### src/rtl/mod_unit.sv
// Sequential 32-bit unsigned modulo unit: radix-16 restoring shift-subtract,
// 4 remainder bits per clock, restarting whenever the operand inputs change.
module mod_unit (
    input  logic        clk,
    input  logic        reset,
    input  logic [31:0] a,
    input  logic [31:0] b,
    output logic [31:0] result
);

    typedef enum logic {
        IDLE,
        RUN
    } state_t;

    state_t      state;
    state_t      state_next;
    logic [31:0] opa;
    logic [31:0] opb;
    logic [31:0] q;
    logic [31:0] q_step;
    logic [32:0] r;
    logic [32:0] r_step;
    logic [2:0]  cnt;
    logic        mismatch;
    logic        load;
    logic        advance;
    logic        done;

    assign mismatch = (a != opa) || (b != opb);

    // Four chained restoring sub-steps; r keeps a 33rd bit so opb >= 2^31 cannot overflow the shift.
    always_comb begin
        r_step = r;
        q_step = q;
        for (int i = 0; i < 4; i++) begin
            r_step = {r_step[31:0], q_step[31]};
            q_step = {q_step[30:0], 1'b0};
            if (r_step >= {1'b0, opb}) begin
                r_step = r_step - {1'b0, opb};
            end
        end
    end

    always_comb begin
        state_next = state;
        load       = 1'b0;
        advance    = 1'b0;
        done       = 1'b0;
        case (state)
            IDLE: begin
                if (mismatch) begin
                    load       = 1'b1;
                    state_next = RUN;
                end
            end
            RUN: begin
                if (mismatch) begin
                    load = 1'b1;
                end else begin
                    advance = 1'b1;
                    if (cnt == 3'd7) begin
                        done       = 1'b1;
                        state_next = IDLE;
                    end
                end
            end
            default: state_next = IDLE;
        endcase
    end

    always_ff @(posedge clk) begin
        if (reset) begin
            state <= IDLE;
        end else begin
            state <= state_next;
        end
    end

    always_ff @(posedge clk) begin
        if (reset) begin
            opa    <= 32'd0;
            opb    <= 32'd0;
            r      <= 33'd0;
            q      <= 32'd0;
            cnt    <= 3'd0;
            result <= 32'd0;
        end else if (load) begin
            opa <= a;
            opb <= b;
            q   <= a;
            r   <= 33'd0;
            cnt <= 3'd0;
        end else if (advance) begin
            r   <= r_step;
            q   <= q_step;
            cnt <= cnt + 3'd1;
            if (done) begin
                result <= r_step[31:0];
            end
        end
    end

endmodule

### config.mk
export PLATFORM = sky130hd
export DESIGN_NAME = mod_unit
export DESIGN_NICKNAME = d
export VERILOG_FILES = /design/src/rtl/mod_unit.sv
export SDC_FILE = /design/constraint.sdc
export NUM_CORES = 1
export LEC_CHECK = 0
export CORE_MARGIN = 1.5
export CORE_UTILIZATION = 38
export CTS_BUF_LIST = sky130_fd_sc_hd__clkbuf_8
export DETAILED_ROUTE_END_ITERATION = 7
export GPL_TIMING_DRIVEN = 0
export HOLD_SLACK_MARGIN = 0.03
export PLACE_DENSITY_LB_ADDON = 0.05
export SLEW_MARGIN = 25
export SYNTH_ARGS = -nofsm -noshare
export SYNTH_HDL_FRONTEND = slang
export SYNTH_SLANG_ARGS = --single-unit
### constraint.sdc
create_clock -name clk -period 13.01 [get_ports clk]
set_input_delay 2.602 -clock clk [delete_from_list [all_inputs] [get_ports clk]]
set_output_delay 2.602 -clock clk [all_outputs]
set_load 0.05 [all_outputs]
==> run_1/port_nets.png <==
Bar = 50 um.
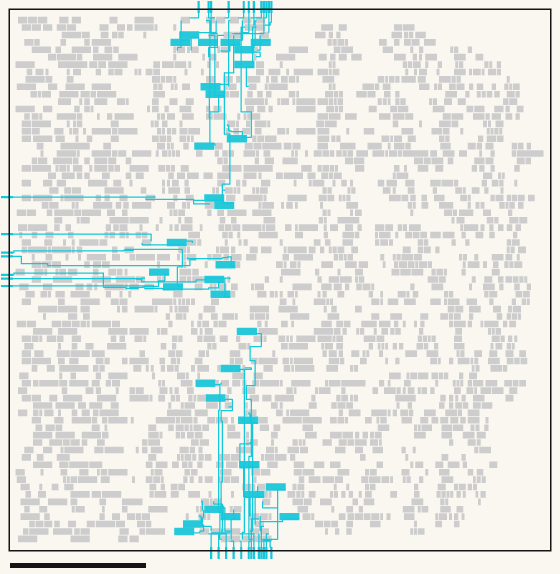
- `result`: cyan (direction output; edge 13 bottom, 12 top, 7 left; end cells 32; buffers 32; wire 1,650 um)
tally of buffers added on design ports: 96
number of top-level pins: 98

==> run_1/density.png <==
The die is cut into 20 by 20 equal tiles; black is low, pale yellow is high, 0 to 100% covered.
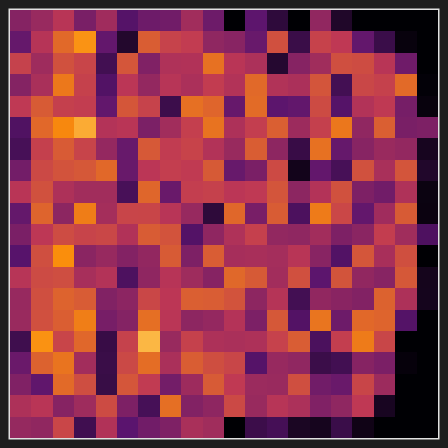
- tiles over 75% full: 1.3%
- nearly empty tiles: 5.8%
- fullest tile: 84%
- mean over tiles: 41%

==> run_1/final_congestion.png <==
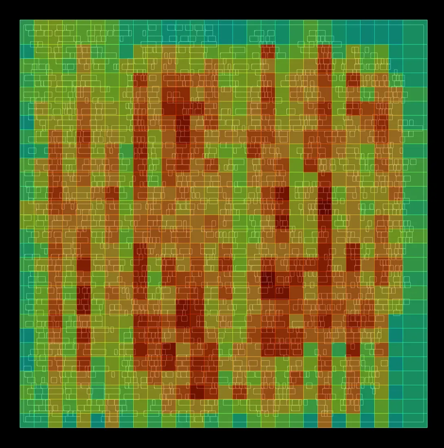
met3 Use GR: 4.22%
grt met2 use: 50.7%
Top Usage Layer GRT: met2
share of the core filled with cells in the final layout: 44.5%

==> run summary, run 1 <==
Implementation summary

STA classifies the critical path endpoint as a register. The worst hold path passes through 2 cells. The main logic family after synthesis is AND-OR/OR-AND gates. The minimum hold slack is 477 ps. The clock network fraction of design power is 35.2%.

The worst-skew pair later-pin latency is 490 ps. The floorplan step defined a die boundary enclosing 39,300 um2. The number of global-route vias before repair is 13,700. The cell area after technology mapping is 14,500 um2. After layout, the worst path uses 96.1% of the clock period. Yosys instantiated no cell more often than sky130_fd_sc_hd__dfxtp_1. For this design, the sink count on the clock tree is 164. The cell sitting at the root of the clock tree is a sky130_fd_sc_hd__clkbuf_8. The final layout net count is 2,106. For reference, XOR and XNOR gates occupy 10.2% of the area reported after synthesis.

Grouping stages by cell kind, the critical path spends the most delay in AND-OR/OR-AND gates. Per the post-CTS timing run, clock transition at the registers of the reported paths is 100 ps. The delay of the slowest cell on the worst path is 600 ps.

Overall routing resource usage recorded by global route was 28.8%. The final route contains 13,900 vias. The instance count on the critical path is 44. The first detailed-routing pass took 5 iterations. The number of inserted diodes is 0. The script extracted a total leakage power of 7.24 nW. The timing report notes that buffer and inverter cells on the critical path total 6. The beginning of the worst register-to-register path is opb[12]. The met1 capacity usage during global routing is 35.7%. The per-cell via count in the routed design is 5.72. The number of rows in the core area is 71. The type of origin of the critical path is a register.

The share of post-route cells with drive strength above 1 is 8.60%. By instance count, the cell type seen most on the critical path is sky130_fd_sc_hd__ha_1. The critical path endpoint is r[23]. The total cells reported by yosys after synthesis is 1,791. Relative to the synthesized area, the layout overhead comes to 15.5%.

The most common library cell in the layout ignoring fill and taps is sky130_fd_sc_hd__dfxtp_1. The flow reports that sequential cells draw 42.5% of the design power. The design draws 1.24 mW. The hold violation total from the final report is 0. The sequential cell area fraction in the yosys report is 22.7%. The average detailed-routed wire length per instance is 23.1 um. Looking at the max-slew report, the worst-margin pin has a slew of 1100 ps. The number of cells produced by synthesis is 1,791.

The floorplan step set the die height to 198 um. Counting the buffers created by CTS gives 17. The maximum level of the CTS H-tree is 4. The final timing report lists clock skew as 16.2 ps. The run finished with clean final reports.

The hold-critical path endpoint is result[5]. The most used flip-flop cell is sky130_fd_sc_hd__dfxtp_1. The remaining number of nets flagged by the antenna check after routing is 0. The count of distinct cell types in the synthesized netlist is 81.

The cell type with the highest aggregate area in the netlist is sky130_fd_sc_hd__dfxtp_1. By area the synthesized netlist is led by sky130_fd_sc_hd__dfxtp_1, sky130_fd_sc_hd__ha_1, sky130_fd_sc_hd__xor2_1. The area recorded from the Yosys report for this design is 14,500 um2. Cell internal power was estimated by the tool at 0.859 mW. In this run the VDD rail shows a maximum IR drop of 82.1 uV. Per the GRT congestion report, total overflow comes to 0. The first-pass GRT wire length is 83,900 um. The commonest cells after synthesis are sky130_fd_sc_hd__dfxtp_1, sky130_fd_sc_hd__nor2_1, sky130_fd_sc_hd__ha_1. Looking at the clock tree report, the maximum root-to-sink buffer count equals 2.
[run 1: repair_timing]
item | 4_1_cts | 5_1_grt
endpoints found under the setup margin | 64 | 64
buffers inserted | 2 | 0
gates resized | 19 | 25
[run 1: per-stage QoR]
stage / utilization (%) / cell area, um2 / TNS, ps / instances / setup slack, ps
floorplan: - / 14500 / 0 / 1791 / 2700
global placement: 42.8 / 16100 / -69110 / 2398 / -1280
detailed placement: 42.8 / 16100 / -66320 / 2398 / -1230
CTS: 44.2 / 16600 / 0 / 2431 / 64.0
global route: 44.5 / 16700 / -322 / 2429 / -62.4
finish: 44.5 / 16700 / 0 / 2429 / 510
[run 1: worst register-to-register path: cells and delay by family, from the launching register on]
kind            cells  cell delay, ps
simple gates       12            2950
compound gates     19            4710
mux                 3            1100
fa+ha+maj           4            1820
buf+inv             6            1420
flops               1             390
[run 1: final cells by class]
| class | count | area, um2 |
|---|---|---|
| Inverter | 73 | 278 |
| Buffer | 71 | 360 |
| Clock buffer | 21 | 289 |
| Clock inverter | 10 | 169 |
| Tap cell | 511 | 639 |
| Sequential cell | 164 | 3280 |
| Timing Repair Buffer | 98 | 976 |
| Multi-Input combinational cell | 1481 | 10700 |
| Fill cell | 3839 | 20900 |
[run 1: power by group through the flow]
stage / clock (mW) / combinational, mW / sequential [mW]
floorplan: 0 / 0.178 / 0.536
global placement: 0 / 0.269 / 0.540
detailed placement: 0 / 0.269 / 0.541
CTS: 0.443 / 0.272 / 0.529
global route: 0.462 / 0.302 / 0.531
finish: 0.438 / 0.277 / 0.529
[run 1: registers in the layout, indices dropped and copies added, names as in the netlist]
signal and cells:
cnt 3, opa 32, opb 32, q 32, r 32, result 32
state 1
==> run 2: changes to the inputs <==
--- a/config.mk
+++ b/config.mk
@@ -5,10 +5,12 @@
 export SDC_FILE = /design/constraint.sdc
 export NUM_CORES = 1
 export LEC_CHECK = 0
+export CORE_ASPECT_RATIO = 1.1
 export CORE_MARGIN = 1.5
 export CORE_UTILIZATION = 38
 export CTS_BUF_LIST = sky130_fd_sc_hd__clkbuf_8
 export DETAILED_ROUTE_END_ITERATION = 7
+export GPL_ROUTABILITY_DRIVEN = 1
 export GPL_TIMING_DRIVEN = 0
 export HOLD_SLACK_MARGIN = 0.03
 export PLACE_DENSITY_LB_ADDON = 0.05
==> run_2/final_congestion.png <==
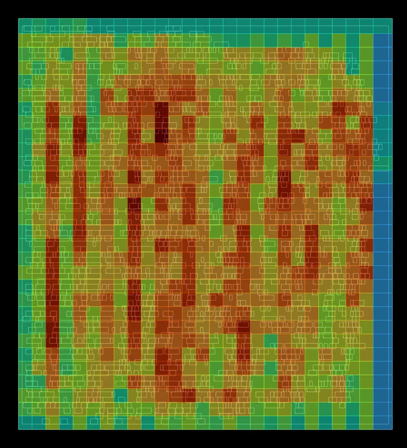
share of the core filled with cells in the final layout: 44.6%
met1 track utilization from global routing: 33.2%
grt met2 use: 48.2%
overall fraction of global-route tracks in use: 27.2%
met3 Use GR: 3.28%

==> run 2 against run 1 <==
Synthesized area stayed put. Via count increased by 0.43%. Clock skew rose by 7.4 ps. Critical path type unchanged. Hold slack about the same. Cell area shrank 0.49%.
==> run summary, run 2 <==
Implementation summary

The area figure in the yosys stat output is 14,500 um2 (unchanged). The overall chip area was 39,300 um2 (about the same). The worst voltage drop across the vdd grid is 73.1 uV (-11%). The share of post-route cells with drive strength above 1 came to 8.84% (+0.24 points).

The sequential group share of total power was 44.6% (+2.1 points). The per-cell via count in the routed design is 5.78 (+0.97%). The minimum hold slack is 477 ps (+0.256 ps).

The number of cells produced by synthesis is 1,791 (unchanged). The number of port buffers is 96 (unchanged). The y dimension of the die was 208 um (+4.8%). The leakage power came to 7.22 nW (-0.31%).

The clock network fraction of design power is 32.2% (-3.0 points). The power in combinational cells is 0.276 mW (about the same). The first-pass GRT wire length is 81,100 um (-3.3%).

The area of combinational cells with multiple inputs is 10,700 um2 (-0.13%). The largest total area in the synthesized netlist belongs to sky130_fd_sc_hd__dfxtp_1. The hold-critical path endpoint is result[25]. The setup fix buffers added after clock tree synthesis came to 1 (-1). The maximum buffer depth of the clock tree is 2 (unchanged).

The clock transition time at the flip-flop clock pins of the worst setup and hold paths was 100 ps (about the same). The cell with the most instances after synthesis is sky130_fd_sc_hd__dfxtp_1. The post-route cell area is 16,600 um2 (-0.49%).

The count of distinct cell types in the synthesized netlist came to 81 (unchanged). The worst slack at placement is -1180 ps (+48.2 ps). The internal power is 0.792 mW (-7.8%). The number of global-route vias before repair was 13,800 (+0.75%). The post-synthesis to final-layout area growth is 14.9%. The delay of the slowest cell on the worst path is 450 ps (-150 ps).

By area the synthesized netlist is led by sky130_fd_sc_hd__dfxtp_1, sky130_fd_sc_hd__ha_1, sky130_fd_sc_hd__xor2_1. Per report_power, the top consumer among the power groups is sequential cells. The post-layout worst setup margin is 517 ps (+7.72 ps).

Among all flip-flop cells after synthesis, the most frequent one is sky130_fd_sc_hd__dfxtp_1. The commonest cells after synthesis are sky130_fd_sc_hd__dfxtp_1, sky130_fd_sc_hd__nor2_1, sky130_fd_sc_hd__ha_1. The run finished with clean final reports. The post-route clock skew came to 23.6 ps (+7.35 ps). The number of clock sinks seen by CTS was 164 (unchanged). The transition time of the tightest slew-check pin is 853 ps (-250 ps).

The hold violation total from the final report came to 0 (unchanged). The count of cells resized by post-cts repair is 14 (-5). The clock root buffer is sky130_fd_sc_hd__clkbuf_8.
==> run_2/port_nets.png <==
Bar = 50 um.
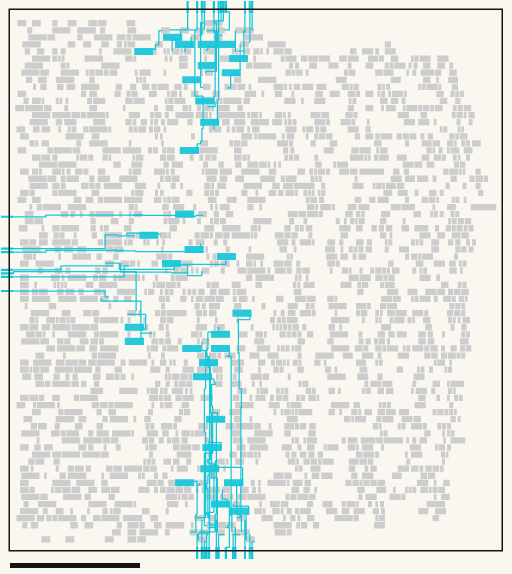
- `result`: cyan (direction output; edge 13 bottom, 12 top, 7 left; end cells 32; buffers 32; wire 1,760 um)

==> run 2: cell types whose count changed in the layout (fill, tap and decap cells not counted), moves of 2 or more <==
cell / delta
sky130_fd_sc_hd__buf_2: -2
sky130_fd_sc_hd__clkinv_2: +2
sky130_fd_sc_hd__clkbuf_4: +3
sky130_fd_sc_hd__clkbuf_8: -3
sky130_fd_sc_hd__bufinv_16: -3
sky130_fd_sc_hd__inv_6: +3
sky130_fd_sc_hd__a2111oi_0: -2
sky130_fd_sc_hd__inv_8: +3
sky130_fd_sc_hd__buf_4: +3
sky130_fd_sc_hd__clkinv_4: -2
==> run 2: final cells by class <==
class	count	share of cell area (%)
Multi-Input combinational cell	1481	64.4
Sequential cell	164	19.7
Timing Repair Buffer	101	6.00
Tap cell	494	3.72
Buffer	71	2.17
Inverter	73	1.67
Clock buffer	18	1.49
Clock inverter	14	0.835
==> run 2: kinds of logic (layout without fill, tap and decap cells) <==
logic type | count (synthesis) | count (layout) | synth area share [%]
AOI/OAI and AO/OA | 514 | 514 | 24.2
xor gates and xnor gates | 169 | 169 | 10.2
adders and majority gates | 134 | 134 | 11.8
buffers and inverters | 146 | 277 | 4.30
DFF | 164 | 164 | 22.7
muxes | 109 | 109 | 8.04
and+or+nand+nor | 555 | 555 | 18.8
==> run 2: how the worst max path moves through the flow <==
stage / start / to / slack [ps] / cells past startpoint
finish: opb[3] / result[29] / 520 / 50
global route: opb[20] / result[29] / -40 / 50
CTS: opb[2] / result[29] / 80 / 50
floorplan: opb[1] / r[30] / 2700 / 50
detailed placement: opb[2] / result[29] / -1180 / 49
global placement: opb[2] / result[29] / -1130 / 49
==> run 3: changes to the inputs <==
--- a/config.mk
+++ b/config.mk
@@ -5,6 +5,7 @@
 export SDC_FILE = /design/constraint.sdc
 export NUM_CORES = 1
 export LEC_CHECK = 0
+export ABC_AREA = 1
 export CORE_ASPECT_RATIO = 1.1
 export CORE_MARGIN = 1.5
 export CORE_UTILIZATION = 38
==> run_3/density.png <==
The die is cut into 20 by 22 equal tiles; black is low, pale yellow is high, 0 to 100% covered.
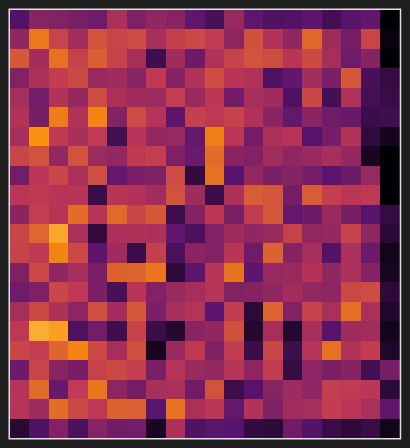
- tiles over 75% full: 0.90%
- fullest tile: 82%
- emptiest ninth of the die: upper right
- mean over tiles: 40%
- nearly empty tiles: 1.1%
share of the core filled with cells in the final layout: 43.5%
Init Core Util: 38.5%
Core Footprint: 41,300 um2

==> run 3 against run 2 <==
Maximum frequency up 9.1%. Wire length increased by 28%. Clock power shrank 2%. Register-to-register slack improved by 1000 ps. Synthesized cell count grew 48%. Synthesized area grew 9.7%. Flip-flop count stayed put. Setup slack improved by 1000 ps. Non-clock buffer count decreased by 7. Critical path type unchanged. Die size increased by 9.6%. Cell area up 7.8%.
==> run summary, run 3 <==
Implementation summary

The worst voltage drop across the vdd grid is 78.9 uV (+8.0%). The setup fix buffers added after clock tree synthesis was 0 (-1). Sorting the Yosys area breakdown by cell type puts at the top sky130_fd_sc_hd__dfxtp_1. The flow ran to the end, and the final reports show no timing, DRC or antenna violations. The clock network fraction of design power is 31.1% (-1.1 points). The maximum buffer depth of the clock tree was 2 (unchanged). The hold violation total from the final report is 0 (unchanged). The count of distinct cell types in the synthesized netlist is 56 (-31%). The met2 wire length is 32,200 um.

For reference, the post-synthesis area per instance comes to 5.99 um2. The final layout net count is 2,970. The number of cells produced by synthesis was 2,654 (+48%). By area the synthesized netlist is led by sky130_fd_sc_hd__dfxtp_1, sky130_fd_sc_hd__nand2_1, sky130_fd_sc_hd__ha_1. After the first detailed-routing iteration, the DRC count stood at 1,217. The count of TritonRoute iterations in the first routing pass is 7. The area of combinational cells with multiple inputs is 10,800 um2 (+1.0%).

Counting flops and latches in the post-synthesis netlist gives 164. The type of the setup path with the least slack is register to register. The floorplan step set the die width to 198 um. The first-pass GRT wire length came to 102,000 um (+25%).

The max-cap violation count is 0. The clock transition time at the flip-flop clock pins of the worst setup and hold paths came to 100 ps (about the same). The met2 global-route usage is 54.7% (+6.5 points). The dominant power group in this design is sequential cells. The post-synthesis to final-layout area growth is 12.9%. The minimum hold slack came to 511 ps (+33.1 ps).

The sequential group share of total power came to 43.8% (-0.8 points). Setup repair after global routing left no endpoint under its margin. The per-cell via count in the routed design is 5.21 (-9.8%). The global-route usage over all layers is 32.3% (+5.2 points).

The area figure in the yosys stat output was 15,900 um2 (+9.7%). The count of cells resized by post-cts repair is 0 (-14). Clock tree synthesis selected as its root buffer the cell sky130_fd_sc_hd__clkbuf_8. The setup total negative slack is 0 ps. Per the GRT congestion report, total overflow comes to 0. The number of top-level pins is 98. On the critical path the data arrives at 11,820 ps. The maximum level of the CTS H-tree is 4. The delay of the slowest cell on the worst path was 570 ps (+120 ps).

The number of clock sinks seen by CTS came to 164 (unchanged). The count of hold buffers inserted by post-cts repair is 0. The routed metal-1 wirelength is 29,300 um.

The met1 capacity usage during global routing is 39.5% (+6.3 points). Yosys reported that registers with async set or reset make up 0%. Entering global routing, the biggest net connects 17 pins. The number of port buffers was 97 (+1.0%). STA lists the maximum fanout along the critical path as 10. The post-route clock skew is 16.0 ps (-7.58 ps). For reference, the top cells by count after synthesis are sky130_fd_sc_hd__nand2_1, sky130_fd_sc_hd__inv_1, sky130_fd_sc_hd__nor2_1.

For this run the top cell type by instance count after synthesis was sky130_fd_sc_hd__nand2_1. The clock reaches the later pin of the worst-skew pair after 510 ps. Per report_power, the combinational group accounts for 25.1% of the total. The internal power came to 0.776 mW (-2.1%). The power per unit of standard cell area is 67.1 nW/um2. The power in combinational cells is 0.302 mW (+9.4%). The mapped netlist covers 15,900 um2. The share of synthesized area in the top cell type comes to 20.7%.

The most used flip-flop cell is sky130_fd_sc_hd__dfxtp_1. The number of global-route vias before repair is 16,800 (+22%). The y dimension of the die is 217 um (+4.7%). The HPWL after detailed placement is 57,700 um. In this run the worst setup path terminates at r[31]. The timing-limited maximum frequency is 87.4 MHz. The met3 routing resource usage after global routing is 4.28% (+1.0 points). The leakage power was 9.53 nW (+32%). The clock network consumes a total of 0.374 mW. Routability-driven placement finished with a final weighted congestion of 1.01. The share of post-route cells with drive strength above 1 is 3.81% (-5.0 points). The final critical-path share of the clock period is 88.0%. The number of cells on the worst reg-to-reg path is 55. Registers take 3280 um2.

The number of clock buffers added by TritonCTS is 17. The most prevalent standard cell on the critical path is sky130_fd_sc_hd__nand2_1. The remaining number of nets flagged by the antenna check after routing is 0.

The routed design uses 3800 um of met3 wire. For this run, the number of Yosys warnings is 0. The endpoint identified for the worst register-to-register timing path is r[31]. The transition time of the tightest slew-check pin is 742 ps (-111 ps). In this run the worst setup path begins at opb[19]. The overall chip area was 43,000 um2 (+9.6%).
==> run_3/drive_strength.png <==
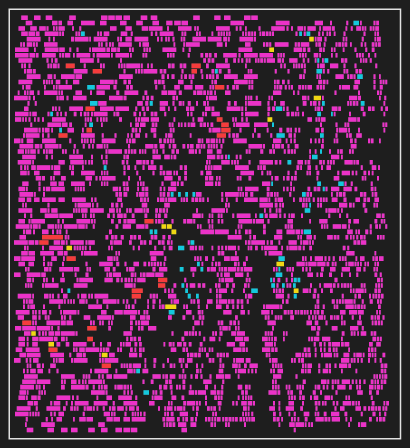
- drive 3 to 4: yellow (cells 14; most used buf_4)
- drive 1 or less: magenta (cells 2,676; most used nand2_1)
- drive 2: cyan (cells 67; most used buf_2)
- drive 6 and up: red (cells 25; most used clkbuf_8)

-- run 3: logic make-up (layout without fill, tap and decap cells) --
| group | after synthesis | count (layout) | synth area share [%] |
|---|---|---|---|
| AND-OR/OR-AND | 368 | 368 | 13.3 |
| AND/OR/NAND/NOR | 1383 | 1383 | 36.1 |
| XOR/XNOR | 144 | 144 | 7.94 |
| buffers and inverters | 461 | 589 | 11.2 |
| flip-flops | 164 | 164 | 20.7 |
| adder cells (fa/ha/maj) | 134 | 134 | 10.7 |
-- run 3: how the worst min path moves through the flow --
stage,from,end,slack [ps],cells past startpoint
2_1_floorplan,q[3],q[7],450,2
3_3_place_gp,q[3],q[7],470,2
3_5_place_dp,q[3],q[7],490,2
4_1_cts,q[3],q[7],510,2
5_1_grt,q[3],q[3],550,2
6_report,q[3],q[3],510,2
-- run 3: area by class of cell --
class	instances	share of cell area, %
Clock inverter	14	0.823
Buffer	68	1.73
Timing Repair Buffer	97	5.41
Multi-Input combinational cell	2029	60.3
Inverter	393	8.22
Tap cell	560	3.91
Sequential cell	164	18.3
Clock buffer	17	1.30
-- run 3: stage by stage --
| stage | cell area, um2 | util (%) | worst slack, ps | std cells | power, mW |
|---|---|---|---|---|---|
| finish | 17900 | 43.5 | 1560 | 3342 | 1.20 |
| global route | 17900 | 43.5 | 915 | 3342 | 1.26 |
| CTS | 17900 | 43.5 | 1840 | 3342 | 1.21 |
| detailed placement | 17600 | 42.5 | 1870 | 3311 | 0.835 |
| global placement | 17600 | 42.5 | 1910 | 3311 | 0.834 |
| floorplan | 15900 | - | 5290 | 2654 | 0.731 |
-- run 3: worst max-delay path: cells and delay by family, from the launching register on --
kind                       cells  cell delay, ps
AOI/OAI and AO/OA             13            2620
adders and majority gates      4            1590
buffers and inverters          8            2080
DFF                            1             360
and+or+nand+nor               30            4660

## Gallery

Cell classes on the final placement.
image #1
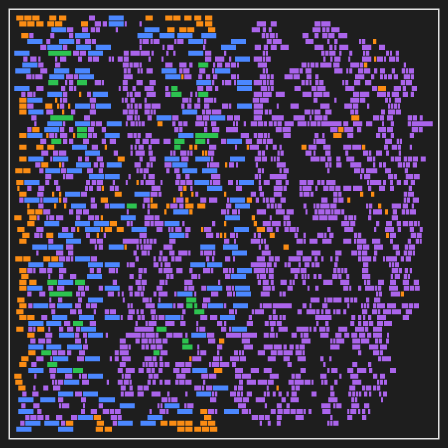
image #2
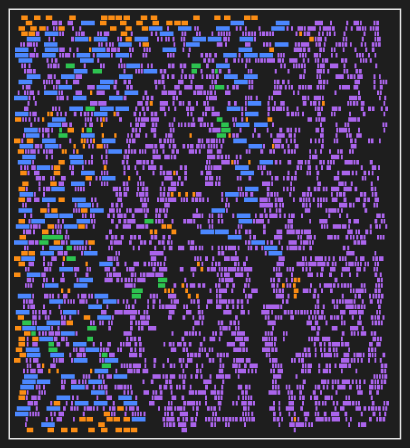
image #2 -> run 3
image #1 -> run 1
The one with the most cells is image #2.

Power is estimated from default activity; no workload was simulated.
